===== config.mk =====
export PLATFORM = sky130hd
export DESIGN_NAME = led_pattern_gen
export DESIGN_NICKNAME = d
export VERILOG_FILES = /design/src/rtl/led_pkg.sv /design/src/rtl/led_prescaler.sv /design/src/rtl/led_pattern_gen.sv
export SDC_FILE = /design/constraint.sdc
export NUM_CORES = 1
export LEC_CHECK = 0
export ABC_AREA = 1
export CELL_PAD_IN_SITES_DETAIL_PLACEMENT = 0
export CELL_PAD_IN_SITES_GLOBAL_PLACEMENT = 1
export CORE_MARGIN = 5
export CORE_UTILIZATION = 40
export DETAILED_ROUTE_END_ITERATION = 6
export PLACE_DENSITY = 0.8
export SLEW_MARGIN = 20
export SYNTH_ARGS = -nofsm -noshare
export SYNTH_HDL_FRONTEND = slang
export SYNTH_SLANG_ARGS = --single-unit

===== constraint.sdc =====
create_clock -name clk -period 2.6 [get_ports clk]
set_input_delay 0.52 -clock clk [delete_from_list [all_inputs] [get_ports clk]]
set_output_delay 0.52 -clock clk [all_outputs]
set_load 0.03 [all_outputs]

===== src/rtl/led_pkg.sv =====
// Shared pattern-mode and bounce-direction encodings for the LED pattern generator.
package led_pkg;

  typedef enum logic [1:0] {
    MODE_CHASE  = 2'd0,
    MODE_BOUNCE = 2'd1,
    MODE_BLINK  = 2'd2,
    MODE_FILL   = 2'd3
  } mode_e;

  typedef enum logic {
    DIR_UP   = 1'b0,
    DIR_DOWN = 1'b1
  } dir_e;

endpackage


===== src/rtl/led_prescaler.sv =====
// Step prescaler: pulses step every div+1 enabled cycles; clr restarts the count.
module led_prescaler #(
  parameter int PRESC_W = 24
) (
  input  logic               clk,
  input  logic               rst,
  input  logic               en,
  input  logic               clr,
  input  logic [PRESC_W-1:0] div,
  output logic               step
);

  logic [PRESC_W-1:0] cnt_q, cnt_d;

  // Lowering div below cnt is not special-cased: cnt wraps through 2^PRESC_W.
  assign step = en && (cnt_q == div);

  always_comb begin
    cnt_d = cnt_q;
    if (clr) begin
      cnt_d = '0;
    end else if (en) begin
      cnt_d = step ? '0 : cnt_q + PRESC_W'(1);
    end
  end

  always_ff @(posedge clk or posedge rst) begin
    if (rst) begin
      cnt_q <= '0;
    end else begin
      cnt_q <= cnt_d;
    end
  end

endmodule


===== src/rtl/led_pattern_gen.sv =====
// LED heartbeat/status pattern generator: chase, bounce, blink and fill-bar patterns.
module led_pattern_gen
  import led_pkg::*;
#(
  parameter int NUM_LEDS = 7,
  parameter int PRESC_W  = 24,
  parameter int POS_W    = (NUM_LEDS > 1 ? $clog2(NUM_LEDS) : 1)
) (
  input  logic                clk,
  input  logic                rst,
  input  logic                en,
  input  logic [1:0]          mode,
  input  logic [PRESC_W-1:0]  div,
  output logic [NUM_LEDS-1:0] led,
  output logic [POS_W-1:0]    pos,
  output logic                tick
);

  localparam logic [NUM_LEDS-1:0] LED_ONE  = NUM_LEDS'(1);
  localparam logic [NUM_LEDS-1:0] LED_ALL  = '1;
  localparam logic [POS_W-1:0]    POS_LAST = POS_W'(NUM_LEDS - 1);

  mode_e               mode_q, mode_d, mode_in;
  dir_e                dir_q, dir_d;
  logic [POS_W-1:0]    pos_q, pos_d, pos_wrap, bnc_pos;
  logic [NUM_LEDS-1:0] led_q, led_d;
  logic                tick_q, tick_d;
  logic                restart, step;

  assign mode_in  = mode_e'(mode);
  assign restart  = (mode_in != mode_q);
  assign pos_wrap = (pos_q == POS_LAST) ? '0 : pos_q + POS_W'(1);

  // Restart clears the prescaler so the new pattern begins a full period later.
  led_prescaler #(
    .PRESC_W(PRESC_W)
  ) u_presc (
    .clk (clk),
    .rst (rst),
    .en  (en),
    .clr (restart),
    .div (div),
    .step(step)
  );

  always_comb begin
    mode_d  = mode_q;
    dir_d   = dir_q;
    pos_d   = pos_q;
    led_d   = led_q;
    tick_d  = 1'b0;
    bnc_pos = pos_q;
    if (restart) begin
      mode_d = mode_in;
      dir_d  = DIR_UP;
      pos_d  = '0;
      led_d  = (mode_in == MODE_BLINK) ? LED_ALL : LED_ONE;
    end else if (step) begin
      tick_d = 1'b1;
      unique case (mode_q)
        MODE_CHASE: begin
          pos_d = pos_wrap;
          led_d = LED_ONE << pos_wrap;
        end
        MODE_BOUNCE: begin
          // Direction flips on arrival at an end so end LEDs show for one step.
          if (NUM_LEDS > 1) begin
            if (dir_q == DIR_UP) begin
              bnc_pos = pos_q + POS_W'(1);
              dir_d   = (bnc_pos == POS_LAST) ? DIR_DOWN : DIR_UP;
            end else begin
              bnc_pos = pos_q - POS_W'(1);
              dir_d   = (bnc_pos == '0) ? DIR_UP : DIR_DOWN;
            end
          end
          pos_d = bnc_pos;
          led_d = LED_ONE << bnc_pos;
        end
        MODE_BLINK: begin
          pos_d = '0;
          led_d = ~led_q;
        end
        MODE_FILL: begin
          pos_d = pos_wrap;
          led_d = LED_ALL >> (POS_LAST - pos_wrap);
        end
        default: ;
      endcase
    end
  end

  always_ff @(posedge clk or posedge rst) begin
    if (rst) begin
      mode_q <= MODE_CHASE;
      dir_q  <= DIR_UP;
      pos_q  <= '0;
      led_q  <= LED_ONE;
      tick_q <= 1'b0;
    end else begin
      mode_q <= mode_d;
      dir_q  <= dir_d;
      pos_q  <= pos_d;
      led_q  <= led_d;
      tick_q <= tick_d;
    end
  end

  assign led  = led_q;
  assign pos  = pos_q;
  assign tick = tick_q;

endmodule

**Run 1: metal layers overlaid**

Two of the layers only.
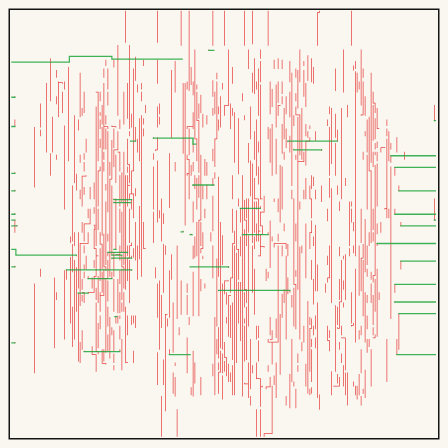
- green: M3 (wire length 297 µm)
- red: M2 (wire length 4320 µm)
GR Util All Layers: 0.185
total number of vias: 3254
Post-Route WL: 8.83 mm
drt wl/cell: 13.1 µm

**Run 1: clock wiring as the flow saved it**

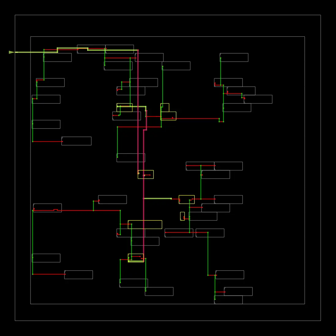
Clk power: 0.506 mW
Clock Buffer Count: 6
clk_skew: 0.00625 ns

==> flow_metrics.tcl, run 1 <==
# collected from the flow reports
set metrics [dict create \
    ys_sh_simple 0.487 \
    dp_slack_ns 0.208 \
    top_cell_area_share 0.289 \
    core_area_um2 7770 \
    async_reset_ff_frac 1.00 \
    tool_warnings 32 \
    route.detailed.drc 0 \
    startpoint "en" \
    tritoncts "yes" \
    logic_family "simple AND/OR/NAND/NOR gates" \
    r2r_end "led[3]" \
    leakagePower_nw 1.93 \
    synth_top_cell_by_area "dfrtp_1" \
    p_sw_frac 0.277 \
    fin_crit_sh 0.818 \
    syn_to_final_growth_pct 20.0 \
    status "finished, final reports clean" \
    cp.arrival_ns 2.35 \
    grt_pass1_vias 3136 \
    nets 610 \
    peakVddDrop_mv 0.204 \
    setup_slack_ns 0.474 \
    reg2regPathDepth 11 \
    common_cells "nand2_1, inv_1, nor2_1" \
    ys_sh_adder 0.0351 \
    ys_sh_xor 0.0301 \
    setup_violations 0 \
    min_path_type "flip-flop to flip-flop" \
    synthesis.nets 565 \
    clk_transition_reported_paths_ns 0.08 \
    synth_cell_types 30 \
    ys.flops 38 \
    worst_pin_slew_ns 0.515 \
    holdPathStages 2 \
    p_clk_frac 0.364 \
    critPathMaxFanout 4 \
    drive_above_1_share 0.0925 \
    ctsHtreeMaxLevel 2 \
    antenna_found_initial 0 \
    switchingPower_mw 0.386 \
    ctsHoldBuffers 0 \
    place.port_buffers 39 \
    hold_path_startpoint "led[0]" \
    die_w_um 99.5 \
    slew-limit-headroom 0.657 \
    clock-root-buffer "clkbuf_8" \
    hold_viol 0 \
    start_kind "input pin" \
    ys.flop_type "dfrtp_1" \
    ant_nets 0 \
    cts.repair.resized 0 \
    drt_iter0_markers 171 \
    grt_first_pass_wirelength_mm 14.8 \
    dp_hpwl_mm 6.98 \
    rows 32 \
    area_leaders "dfrtp_1, nand2_1, inv_1, nor2_1, nand3_1" \
    internal_power_mw 1.00 \
    via_per_inst 4.82 \
    min_to "led[0]" \
    timing.fmax_ghz 0.470 \
    firstDrtPassIters 4 \
    critPathKind "input pin to flip-flop" \
    final_common_cell "nand2_1" \
    combPwrFrac 0.191 \
    synth_warnings 0 \
    finalCriticalPeriod_ns 2.13 \
    drv_slew 0 \
    rsz0062_at_grt "no" \
    cp_data_required_time_ns 2.83 \
    clock-sinks 38 \
    clk_path_buf_depth 2 \
]
**Run 1: metal 4**

Supply wires on this layer in grey.
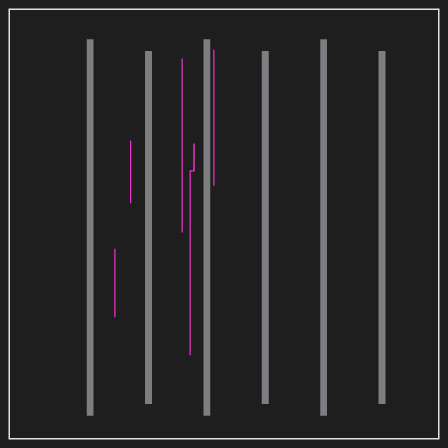
- main direction: vertical
- nets with wire on the layer: 5
- share of all routed wire: 1.7%
- longest straight run: 42.7 µm

==> run 1: power groups by stage <==
stage	clock network [mW]	logic (mW)	registers [mW]
after floorplan	0	0.134	0.650
after global placement	0	0.269	0.629
after detailed placement	0	0.268	0.629
after CTS	0.530	0.270	0.618
after global routing	0.552	0.296	0.620
final	0.506	0.266	0.617
==> run 1: critical path, stage by stage <==
cell and delay, ns:
clkdlybuf4s50_1 0.52, inv_1 0.12, nor2_1 0.18, nand2_1 0.08, nor2_1 0.16, nand3b_1 0.09
nor2_1 0.30, nand2_1 0.18, nor2_1 0.16, nor2_1 0.06
==> run 1: per-stage QoR <==
stage           util  instance area, µm²  hold WS (ns)  instances
3_5_place_dp   0.481                3740         0.513        667
3_3_place_gp   0.481                3740         0.509        667
4_1_cts        0.495                3850         0.525        675
2_1_floorplan      -                3200         0.482        527
5_1_grt        0.495                3850         0.548        675
6_report       0.495                3850         0.522        675
==> run 1: registers in the layout (all words and copies together), names as in the netlist <==
name           count
dir_q              1
led                7
mode_q             2
pos                3
tick               1
u_presc.cnt_q     24
==> run 1: per-layer routing <==
layer / vias to the layer above / track usage / share of wire / routed length [µm]
li1: 1718 / - / - / -
met1: 1461 / 0.237 / 0.46 / 4060
met2: 63 / 0.323 / 0.49 / 4320
met3: 12 / 0.0252 / 0.034 / 297
met4: 0 / 0.0546 / 0.017 / 151
met5: - / 0 / 0 / 0
==> run 1: cell type report <==
cell class	instances	area (µm²)	area share
well taps	102	128	0.0332
inverters	78	293	0.0761
repair buffers	46	455	0.118
flip-flops and latches	38	952	0.248
clock inverters	2	37.5	0.00976
clock buffers	6	72.6	0.0189
multi-input cells	403	1910	0.496
==> run 2: changes to the inputs <==
--- a/config.mk
+++ b/config.mk
@@ -9,9 +9,9 @@
 export CELL_PAD_IN_SITES_DETAIL_PLACEMENT = 0
 export CELL_PAD_IN_SITES_GLOBAL_PLACEMENT = 1
 export CORE_MARGIN = 5
-export CORE_UTILIZATION = 40
+export CORE_UTILIZATION = 39
 export DETAILED_ROUTE_END_ITERATION = 6
-export PLACE_DENSITY = 0.8
+export PLACE_DENSITY = 0.79
 export SLEW_MARGIN = 20
 export SYNTH_ARGS = -nofsm -noshare
 export SYNTH_HDL_FRONTEND = slang
==> constraint.sdc (replaced) <==
create_clock -name clk -period 2.07 [get_ports clk]
set_input_delay 0.414 -clock clk [delete_from_list [all_inputs] [get_ports clk]]
set_output_delay 0.414 -clock clk [all_outputs]
set_load 0.03 [all_outputs]
**Run 2: I/O nets highlighted**

The bar under the picture is 20 µm long.
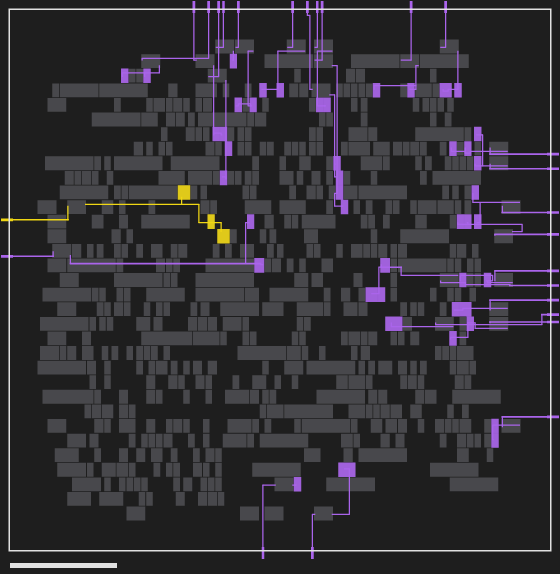
- yellow: en (bits 1; direction input; edge left; end cells 3; buffers 1; wire 44.7 µm)
- purple: div (bits 24; direction input; edge 11 top, 10 right, 2 bottom, 1 left; end cells 45; buffers 24; wire 641 µm)
I/O Buffers: 39
# IOs: 40

==> run 2 against run 1 <==
Net effect:
- count of clock-buffer cells in the layout stayed put
- global-route usage hardly changed
- clock power is 28% higher
- worst hold slack worse by 0.052 ns
- wire length is 0.74% lower
- die size is 2.3% higher
- combinational power is 33% higher
- flip-flop count stayed put
- cell count is 1.2% higher
- sequential power is 26% higher
- register-to-register slack worse by 0.30 ns
- non-clock buffer count is 5 higher
- critical endpoint is now led[0]
- largest power group unchanged
==> flow_metrics.tcl, run 2 <==
# collected from the flow reports
set metrics [dict create \
    synth_cell_types 30 \
    area_leaders "dfrtp_1, nand2_1, inv_1, nor2_1, nand3_1" \
    antenna_cells 0 \
    common_cells "nand2_1, inv_1, nor2_1" \
    regMostFlops "u_presc.cnt_q" \
    antenna_found_initial 0 \
    grtUsageMet1 0.245 \
    cpMaxStageDelayCell "clkdlybuf4s50_1" \
    synth_top_cell_by_area "dfrtp_1" \
    gp_congestion 0.871 \
    wl_per_cell_um 12.8 \
    yosys-stat-area_um2 3200 \
    core_area_um2 8090 \
    powerDensity_nw_per_um2 452 \
    cp_data_required_time_ns 1.66 \
    min_path_type "input pin to asynchronous set/reset pin" \
    critPathMaxFanout 3 \
    synth-edff-count 0 \
    top_cell_area_share 0.289 \
    finalCriticalPeriod_ns 1.94 \
    die_area_um2 10100 \
    clock.latency.late_pin_ns 0.29 \
    crit_cells 1 \
    via_per_inst 4.72 \
    final_cell_mix "nand2_1, inv_1, nor2_1, nand3_1, clkdlybuf4s50_1" \
    r2r_end "led[2]" \
    grt_overflow 0 \
    numCtsBuffers 5 \
    drt_wl_total_mm 8.76 \
    max_stage_delay_ns 0.68 \
    grt_pass1_vias 3232 \
    drv_slew 0 \
    crit_family "buffers and inverters" \
    skew_ns 0.0101 \
    clock-root-buffer "clkbuf_8" \
    clock-sinks 38 \
    syn-cell-area_um2 3200 \
    fin_hold_ws_ns 0.471 \
    dp_hpwl_mm 7.03 \
    rsz0062_at_grt "no" \
    ctsHoldBuffers 0 \
    vias 3226 \
    drt_iter0_markers 85 \
    seq_area_um2 953 \
    start_kind "flip-flop" \
    die_h_um 101 \
    route.detailed.drc 0 \
    cts_setup_buffers 0 \
    grt_first_pass_wirelength_mm 15.1 \
    worst_pin_slew_ns 0.313 \
    fin_crit_sh 0.940 \
    cp.arrival_ns 1.53 \
    ys.flop_type "dfrtp_1" \
    regToRegSetupSlack_ns 0.26 \
    leakagePower_nw 1.96 \
    slew-limit-headroom 0.791 \
    cts.repair.resized 0 \
    clk_transition_reported_paths_ns 0.08 \
    ant_nets 0 \
    grt_max_degree 39 \
    grt_util_met3 0.0311 \
    die_w_um 101 \
    postSynthAreaPerCell_um2 6.08 \
    synthesis.nets 565 \
    fillCellCount 875 \
    largest_reg_flops 24 \
    final_common_cell "nand2_1" \
    yosysSeqAreaShare 0.297 \
    tool_warnings 32 \
    dp.cells 675 \
    drive_above_1_share 0.111 \
    fp_util 0.396 \
    clk_path_buf_depth 2 \
    critPathKind "flip-flop to primary output" \
    ctsHtreeMaxLevel 2 \
    grt_busiest_layer "met2" \
    timing.fmax_ghz 0.514 \
    critPathCaptureType "primary output" \
    firstDrtPassIters 4 \
    tritoncts "yes" \
    synth_warnings 0 \
    p_total_mw 1.78 \
    grt_util_all_layers 0.185 \
    syn_to_final_growth_pct 22.9 \
    nets 615 \
    fin_cells 683 \
    comb_area_um2 1920 \
    peakVddDrop_mv 0.293 \
    reg2regPathDepth 14 \
    status "finished, final reports clean" \
    path_cells "clkdlybuf4s50_1" \
    ys.flops 38 \
    worst-path-buf-inv 1 \
    rows 33 \
    regToRegStartpoint "pos[1]" \
    hold_viol 0 \
    use_met2 0.313 \
    async_reset_ff_frac 1.00 \
    setup_violations 0 \
]
==> run 2: layout make-up <==
class	instances	share of cell area
clock buffer	6	0.0184
clock inverter	2	0.00953
tap	105	0.0334
timing repair buffer	51	0.135
sequential	38	0.242
multi-input combinational	403	0.487
inverter	78	0.0744
==> run 2: worst max-delay path by stage <==
| stage | from | end | slack (ns) |
|---|---|---|---|
| 2_1_floorplan | pos[0] | led[3] | 0.20 |
| 3_5_place_dp | div[20] | pos[2] | -0.04 |
| 3_3_place_gp | div[14] | pos[2] | 0.004 |
| 4_1_cts | led[0] | led[0] | 0.12 |
| 6_report | led[0] | led[0] | 0.13 |
| 5_1_grt | pos[0] | led[6] | 0.03 |
==> run 2: cell families after synthesis <==
family / after synthesis / share of synthesized area
fa+ha+maj: 9 / 0.0351
xor+xnor: 11 / 0.0301
flops: 38 / 0.297
compound gates: 28 / 0.0437
simple gates: 355 / 0.487
buf+inv: 86 / 0.107
==> run 2: metal layers <==
layer	vias to the layer above	wire length, µm	share of wire
li1	1718	-	-
met4	0	116	0.013
met2	52	4140	0.47
met1	1448	4190	0.48
met5	-	0	0
met3	8	305	0.035
==> run 2: per-stage QoR <==
stage	instance area, µm²	setup slack, ns	util	TNS, ns
after global routing	3940	0.0313	0.487	0
after CTS	3930	0.120	0.485	0
after global placement	3810	0.00445	0.471	0
after detailed placement	3810	-0.0428	0.471	-0.0428
after floorplan	3200	0.203	-	0
final	3940	0.125	0.487	0
==> run 2: where the power goes <==
part	leakage (nW)	total [mW]	switching, mW	internal (mW)
combinational	1.40	0.355	0.197	0.159
sequential	0.515	0.775	0.0157	0.759
clock	0.0514	0.647	0.287	0.360
Power is estimated from default activity; no workload was simulated.
